<file path="config.mk">
export PLATFORM = sky130hd
export DESIGN_NAME = cache_lookup_ctrl
export DESIGN_NICKNAME = d
export VERILOG_FILES = /design/src/rtl/cache_lookup_ctrl.sv
export SDC_FILE = /design/constraint.sdc
export NUM_CORES = 2
export LEC_CHECK = 0
export CELL_PAD_IN_SITES_DETAIL_PLACEMENT = 1
export CELL_PAD_IN_SITES_GLOBAL_PLACEMENT = 1
export CORE_ASPECT_RATIO = 1.5
export CORE_MARGIN = 4
export CORE_UTILIZATION = 43
export DETAILED_ROUTE_END_ITERATION = 8
export PLACE_DENSITY = 0.73
export SYNTH_ARGS = -nofsm -noshare
export SYNTH_HDL_FRONTEND = slang
export SYNTH_SLANG_ARGS = --single-unit
</file>
<file path="constraint.sdc">
create_clock -name clk -period 3.2 [get_ports clk]
set_clock_uncertainty 0.1 [all_clocks]
set_input_delay 0.64 -clock clk [delete_from_list [all_inputs] [get_ports clk]]
set_output_delay 0.64 -clock clk [all_outputs]
set_load 0.02 [all_outputs]
</file>
<file path="src/rtl/cache_lookup_ctrl.sv">
// Hit/miss controller for a 4-way set-associative cache: set lookup, tag compare,
// refill from memory into a first-invalid / tree-PLRU victim way.
module cache_lookup_ctrl #(
    parameter int unsigned ADDR_W = 32,
    parameter int unsigned DATA_W = 32,
    parameter int unsigned IDX_W  = 8,
    localparam int unsigned TAG_W = ADDR_W - IDX_W - 2
) (
    input  logic              clk,
    input  logic              rst_n,
    input  logic              cpu_req_valid,
    input  logic [ADDR_W-1:0] cpu_req_addr,
    output logic              cpu_req_ready,
    output logic              cpu_resp_valid,
    output logic [DATA_W-1:0] cpu_resp_data,
    output logic              cpu_resp_hit,
    output logic              arr_op,
    output logic [ADDR_W-1:0] arr_addr,
    output logic [1:0]        arr_way,
    output logic [DATA_W-1:0] arr_wdata,
    input  logic [TAG_W-1:0]  arr_tag0,
    input  logic [TAG_W-1:0]  arr_tag1,
    input  logic [TAG_W-1:0]  arr_tag2,
    input  logic [TAG_W-1:0]  arr_tag3,
    input  logic              arr_valid0,
    input  logic              arr_valid1,
    input  logic              arr_valid2,
    input  logic              arr_valid3,
    input  logic [DATA_W-1:0] arr_data0,
    input  logic [DATA_W-1:0] arr_data1,
    input  logic [DATA_W-1:0] arr_data2,
    input  logic [DATA_W-1:0] arr_data3,
    output logic              mem_req_valid,
    output logic [ADDR_W-1:0] mem_req_addr,
    input  logic              mem_req_ready,
    input  logic              mem_resp_valid,
    input  logic [DATA_W-1:0] mem_resp_data,
    output logic [15:0]       hit_count,
    output logic [15:0]       miss_count
);

    localparam int unsigned SETS  = 32'(1) << IDX_W;
    localparam int unsigned CNT_W = 16;

    typedef enum logic [2:0] {
        S_IDLE, S_LOOKUP, S_COMPARE, S_MISS_REQ, S_MISS_WAIT, S_FILL, S_RESP
    } state_t;

    state_t              state_q, state_d;
    logic [ADDR_W-1:0]   addr_q, addr_d;
    logic                req_ready_q, req_ready_d;
    logic                resp_valid_q, resp_valid_d;
    logic [DATA_W-1:0]   resp_data_q, resp_data_d;
    logic                resp_hit_q, resp_hit_d;
    logic                arr_op_q, arr_op_d;
    logic [1:0]          arr_way_q, arr_way_d;
    logic [DATA_W-1:0]   arr_wdata_q, arr_wdata_d;
    logic                mem_req_valid_q, mem_req_valid_d;
    logic [ADDR_W-1:0]   mem_req_addr_q, mem_req_addr_d;
    logic [CNT_W-1:0]    hit_cnt_q, hit_cnt_d;
    logic [CNT_W-1:0]    miss_cnt_q, miss_cnt_d;
    logic [1:0]          victim_q, victim_d;
    logic [2:0]          plru_q [SETS];

    logic [TAG_W-1:0]    tag_c;
    logic [IDX_W-1:0]    idx_c;
    logic [3:0]          hit_vec_c;
    logic [1:0]          hit_way_c;
    logic [DATA_W-1:0]   hit_data_c;
    logic [1:0]          victim_c;
    logic [2:0]          plru_cur_c;
    logic                plru_we_c;
    logic [1:0]          plru_way_c;

    // Tree PLRU: b0 selects the half to evict next, b1/b2 the way inside each half.
    function automatic logic [2:0] plru_next(input logic [2:0] p, input logic [1:0] w);
        logic [2:0] r;
        r = p;
        case (w)
            2'd0:    begin r[0] = 1'b1; r[1] = 1'b1; end
            2'd1:    begin r[0] = 1'b1; r[1] = 1'b0; end
            2'd2:    begin r[0] = 1'b0; r[2] = 1'b1; end
            default: begin r[0] = 1'b0; r[2] = 1'b0; end
        endcase
        return r;
    endfunction

    assign tag_c      = addr_q[ADDR_W-1:IDX_W+2];
    assign idx_c      = addr_q[IDX_W+1:2];
    assign plru_cur_c = plru_q[idx_c];
    assign hit_vec_c  = {arr_valid3 & (arr_tag3 == tag_c),
                         arr_valid2 & (arr_tag2 == tag_c),
                         arr_valid1 & (arr_tag1 == tag_c),
                         arr_valid0 & (arr_tag0 == tag_c)};

    // Lowest-index hitting way wins.
    always_comb begin
        hit_way_c  = 2'd0;
        hit_data_c = arr_data0;
        if (hit_vec_c[0]) begin
            hit_way_c  = 2'd0;
            hit_data_c = arr_data0;
        end else if (hit_vec_c[1]) begin
            hit_way_c  = 2'd1;
            hit_data_c = arr_data1;
        end else if (hit_vec_c[2]) begin
            hit_way_c  = 2'd2;
            hit_data_c = arr_data2;
        end else if (hit_vec_c[3]) begin
            hit_way_c  = 2'd3;
            hit_data_c = arr_data3;
        end
    end

    // Victim: first invalid way, otherwise follow the PLRU tree.
    always_comb begin
        victim_c = 2'd0;
        if (!arr_valid0)         victim_c = 2'd0;
        else if (!arr_valid1)    victim_c = 2'd1;
        else if (!arr_valid2)    victim_c = 2'd2;
        else if (!arr_valid3)    victim_c = 2'd3;
        else if (!plru_cur_c[0]) victim_c = plru_cur_c[1] ? 2'd1 : 2'd0;
        else                     victim_c = plru_cur_c[2] ? 2'd3 : 2'd2;
    end

    // Next state and next values of all registered outputs.
    always_comb begin
        state_d        = state_q;
        addr_d         = addr_q;
        resp_data_d    = resp_data_q;
        resp_hit_d     = resp_hit_q;
        arr_way_d      = arr_way_q;
        arr_wdata_d    = arr_wdata_q;
        mem_req_addr_d = mem_req_addr_q;
        hit_cnt_d      = hit_cnt_q;
        miss_cnt_d     = miss_cnt_q;
        victim_d       = victim_q;
        plru_we_c      = 1'b0;
        plru_way_c     = hit_way_c;

        case (state_q)
            S_IDLE: begin
                if (cpu_req_valid) begin
                    addr_d  = cpu_req_addr;
                    state_d = S_LOOKUP;
                end
            end
            S_LOOKUP: state_d = S_COMPARE;
            S_COMPARE: begin
                if (|hit_vec_c) begin
                    resp_data_d = hit_data_c;
                    resp_hit_d  = 1'b1;
                    plru_we_c   = 1'b1;
                    plru_way_c  = hit_way_c;
                    if (hit_cnt_q != {CNT_W{1'b1}}) hit_cnt_d = hit_cnt_q + CNT_W'(1);
                    state_d     = S_RESP;
                end else begin
                    victim_d       = victim_c;
                    mem_req_addr_d = {addr_q[ADDR_W-1:2], 2'b00};
                    if (miss_cnt_q != {CNT_W{1'b1}}) miss_cnt_d = miss_cnt_q + CNT_W'(1);
                    state_d        = S_MISS_REQ;
                end
            end
            S_MISS_REQ: begin
                if (mem_req_ready) state_d = S_MISS_WAIT;
            end
            S_MISS_WAIT: begin
                if (mem_resp_valid) begin
                    arr_wdata_d = mem_resp_data;
                    arr_way_d   = victim_q;
                    state_d     = S_FILL;
                end
            end
            S_FILL: begin
                plru_we_c   = 1'b1;
                plru_way_c  = victim_q;
                resp_data_d = arr_wdata_q;
                resp_hit_d  = 1'b0;
                state_d     = S_RESP;
            end
            S_RESP:  state_d = S_IDLE;
            default: state_d = S_IDLE;
        endcase

        req_ready_d     = (state_d == S_IDLE);
        resp_valid_d    = (state_d == S_RESP);
        arr_op_d        = (state_d == S_FILL);
        mem_req_valid_d = (state_d == S_MISS_REQ);
    end

    always_ff @(posedge clk or negedge rst_n) begin
        if (!rst_n) begin
            state_q         <= S_IDLE;
            addr_q          <= '0;
            req_ready_q     <= 1'b1;
            resp_valid_q    <= 1'b0;
            resp_data_q     <= '0;
            resp_hit_q      <= 1'b0;
            arr_op_q        <= 1'b0;
            arr_way_q       <= '0;
            arr_wdata_q     <= '0;
            mem_req_valid_q <= 1'b0;
            mem_req_addr_q  <= '0;
            hit_cnt_q       <= '0;
            miss_cnt_q      <= '0;
            victim_q        <= '0;
            for (int unsigned s = 0; s < SETS; s++) plru_q[s] <= '0;
        end else begin
            state_q         <= state_d;
            addr_q          <= addr_d;
            req_ready_q     <= req_ready_d;
            resp_valid_q    <= resp_valid_d;
            resp_data_q     <= resp_data_d;
            resp_hit_q      <= resp_hit_d;
            arr_op_q        <= arr_op_d;
            arr_way_q       <= arr_way_d;
            arr_wdata_q     <= arr_wdata_d;
            mem_req_valid_q <= mem_req_valid_d;
            mem_req_addr_q  <= mem_req_addr_d;
            hit_cnt_q       <= hit_cnt_d;
            miss_cnt_q      <= miss_cnt_d;
            victim_q        <= victim_d;
            if (plru_we_c) plru_q[idx_c] <= plru_next(plru_cur_c, plru_way_c);
        end
    end

    assign cpu_req_ready  = req_ready_q;
    assign cpu_resp_valid = resp_valid_q;
    assign cpu_resp_data  = resp_data_q;
    assign cpu_resp_hit   = resp_hit_q;
    assign arr_op         = arr_op_q;
    assign arr_addr       = addr_q;
    assign arr_way        = arr_way_q;
    assign arr_wdata      = arr_wdata_q;
    assign mem_req_valid  = mem_req_valid_q;
    assign mem_req_addr   = mem_req_addr_q;
    assign hit_count      = hit_cnt_q;
    assign miss_count     = miss_cnt_q;

endmodule

</file>
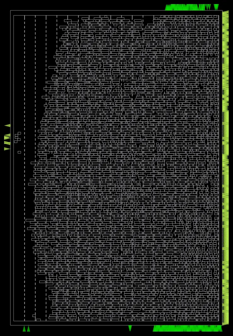
(cell placement)
tap cells: 1387
flop share of the area: 40.01%
area of the core: 103100 um2
sequential cell count: 938

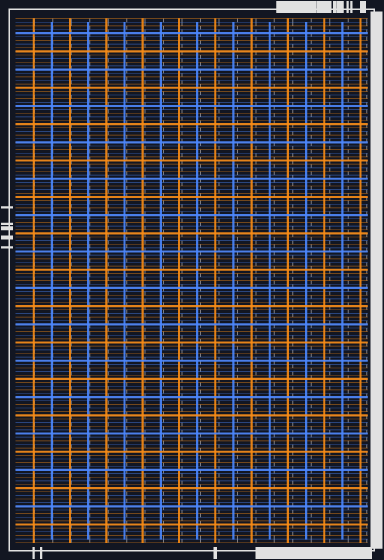
(power grid)
Pins as bars on the die edge. Tap cells in grey.
legend:
  orange:
    net: VSS
  blue:
    net: VDD
met5 straps: 28
met1 rails: 145
met4 straps: 19
peak supply drop: 0.4242 mV
die height: 403.6 um
Die Width: 271.7 um

==> reports/metrics.cfg <==
[logic_synthesis]
dominantRegCellSynth = dfrtp_1
logic_family = multiplexers
synth-edff-count = 0
yosys_warnings = 0
yosys.area_share.aoi_pct = 5.970
seq_area_frac_synth_pct = 52.34
syn_area_per_cell_um2 = 13.70
yosysUniqueCellTypes = 63
simple_gate_area_share_pct = 5.317
async_reset_ff_share_pct = 100.0
ys_chip_area_um2 = 44850
syn_inst = 3273
ys_sh_adder_pct = 0.05579

[timing]
slew_violations = 0
rsz0062_at_grt = true
min_period_ns = 3.864
setup_viol = 817
worstMarginPinSlew_ns = 1.183
setup_slack_ns = -0.6639

[grt]
grt_pass1_vias = 36240
grt_util_met1_pct = 31.19
grt_use_total_pct = 29.12
grt_max_degree = 113

[flow_run]
tool_warnings = 31
drv_cap = 0

[layout]
regArea_um2 = 23490
logic_gates = 2049
nNetsFinal = 4354
mostFrequentLayoutCells = dfrtp_1 (931), mux2_2 (824), clkdlybuf4s50_1 (452)
drive_above_1_share_pct = 43.53
clockNetworkAreaShare_pct = 5.137
fin_util_pct = 56.96
largestClassByArea = registers

[routing]
vias_per_cell = 5.889
drc = 0
ant_nets = 0
drtIter0Drc = 2198

[setup_path]
endpoint_kind = register
critical_path_arrival_ns = 4.33
startpoint = arr_addr[2]
cp_max_fo = 9

[clock_tree]
htree_levels = 3
clk_path_buf_depth = 3
cts_buffers = 89

[power_and_ir_drop]
pwr-share-clk_pct = 23.7
p_seq_share_pct = 32.7
switchingPower_uw = 17140

[worst_hold_path]
min_path_type = in2async

[status]
violations = negative setup slack
status = finished with violations

[place]
dpl_worst_slack_ns = -1.178

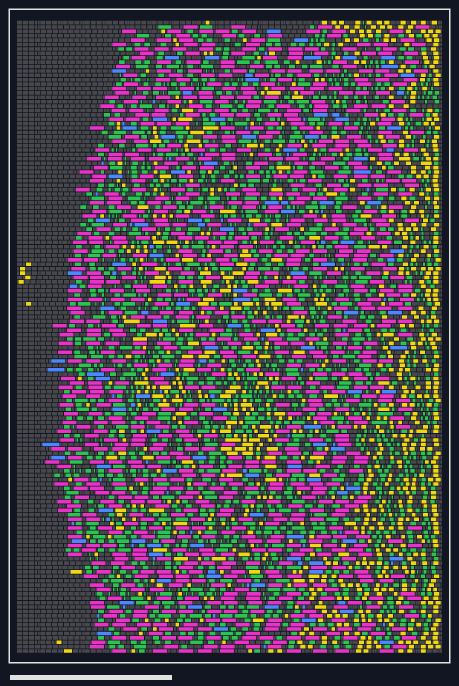
(placed cells, one colour a class)
The bar under the picture is 100 um long. Fill, decap, tap and diode cells in grey.
legend:
  blue:
    class: clock drivers and dummy loads
    cells: 165
    share_of_their_area: 5.3%
  green:
    class: all other logic
    cells: 2055
    share_of_their_area: 36%
  magenta:
    class: flip-flops
    cells: 938
    share_of_their_area: 41%
  yellow:
    class: other buffers and delay cells
    cells: 979
    share_of_their_area: 18%
post-route cell area: 58700 um2
FP Rows: 144

[synth_stat cells, types with 30 or more instances]
master / n / area, um2
a21oi_1: 55 / 275.3
a221oi_1: 32 / 280.3
buf_4: 41 / 307.8
clkbuf_1: 147 / 551.8
o21ai_1: 30 / 150.1
dfrtp_1: 937 / 23450
mux2i_1: 36 / 360.4
buf_6: 31 / 349.1
mux2_2: 832 / 9369
or3_1: 36 / 225.2
nand2_1: 292 / 1096
a22oi_1: 89 / 668.1
o21ai_0: 56 / 280.3
o221a_2: 32 / 360.4
mux4_2: 177 / 3986
xnor2_1: 62 / 543.0
xor2_1: 54 / 473.0
buf_2: 52 / 260.3
[sequential cells by signal, summed over array words and instances (netlist names), 2 cells and up]
register / count
plru_q: 768
arr_addr: 32
arr_wdata: 32
cpu_resp_data: 32
mem_req_addr: 30
hit_count: 16
miss_count: 16
state_q: 3
arr_way: 2
victim_q: 2
[metrics by stage]
| step | total power, uW | setup TNS [ns] | cells | instance area, um2 |
|---|---|---|---|---|
| after floorplan | 24880 | -11.59 | 3274 | 45010 |
| after global placement | 33770 | -696.52 | 5294 | 54340 |
| final | 47040 | -356.34 | 5540 | 58700 |
| after global routing | 48750 | -404.71 | 5540 | 58700 |
| after detailed placement | 34230 | -704.95 | 5294 | 54340 |
| after CTS | 45840 | -349.49 | 5469 | 57650 |
[logic make-up (layout without fill, tap and decap cells)]
kind of cell	Yosys count	count (layout)
DFF	938	938
and+or+nand+nor	506	506
xor gates and xnor gates	116	116
adders and majority gates	2	2
other	1	18
muxes	1046	1047
AOI/OAI and AO/OA	374	376
buffers and inverters	290	1150
[final timing paths]
kind                          endpoint  slack [ns]  cells past startpoint
setup / recovery           plru_q[130]       -0.66                     13
hold / removal             plru_q[693]        0.39                      2
setup reg to reg           plru_q[130]       -0.66                     13
hold reg to reg             plru_q[93]        0.39                      2
max in group asynchronous  plru_q[601]        1.45                      3
min in group clk            plru_q[93]        0.39                      2
[routing by layer]
metal | vias to the layer above | part of all wire [%]
li1 | 13760 | -
met2 | 1136 | 53
met5 | - | 0
met3 | 415 | 4.8
met1 | 17320 | 35
met4 | 0 | 7.6
[what timing repair did]
action | in CTS | in global routing
cloned | 4 | 17
setup endpoints to repair | 864 | 866
hold buffers | 1 | 0
resized | 30 | 58
endpoints found under the hold margin | 42 | 0
setup buffers | 5 | 39
pin swaps | 2 | 18
[critical path: stages, from the launching register on]
cell       delay [ns]
dfrtp_4          0.48
buf_12           0.16
buf_4            0.22
mux4_2           0.58
a22oi_2          0.29
buf_4            0.15
a21oi_1          0.07
nor4_2           0.37
o22ai_4          0.14
o22ai_4          0.20
a21bo_4          0.37
buf_12           0.19
clkbuf_16        0.15
mux2_2           0.26
[power by group through the flow]
stage	combinational, uW	sequential, uW	clock [uW]
after floorplan	8960	15900	0
after global placement	18400	15400	0
after detailed placement	18700	15500	0
after CTS	19200	15300	11300
after global routing	21400	15600	11800
final	20500	15400	11200
Power is estimated from default activity; no workload was simulated.
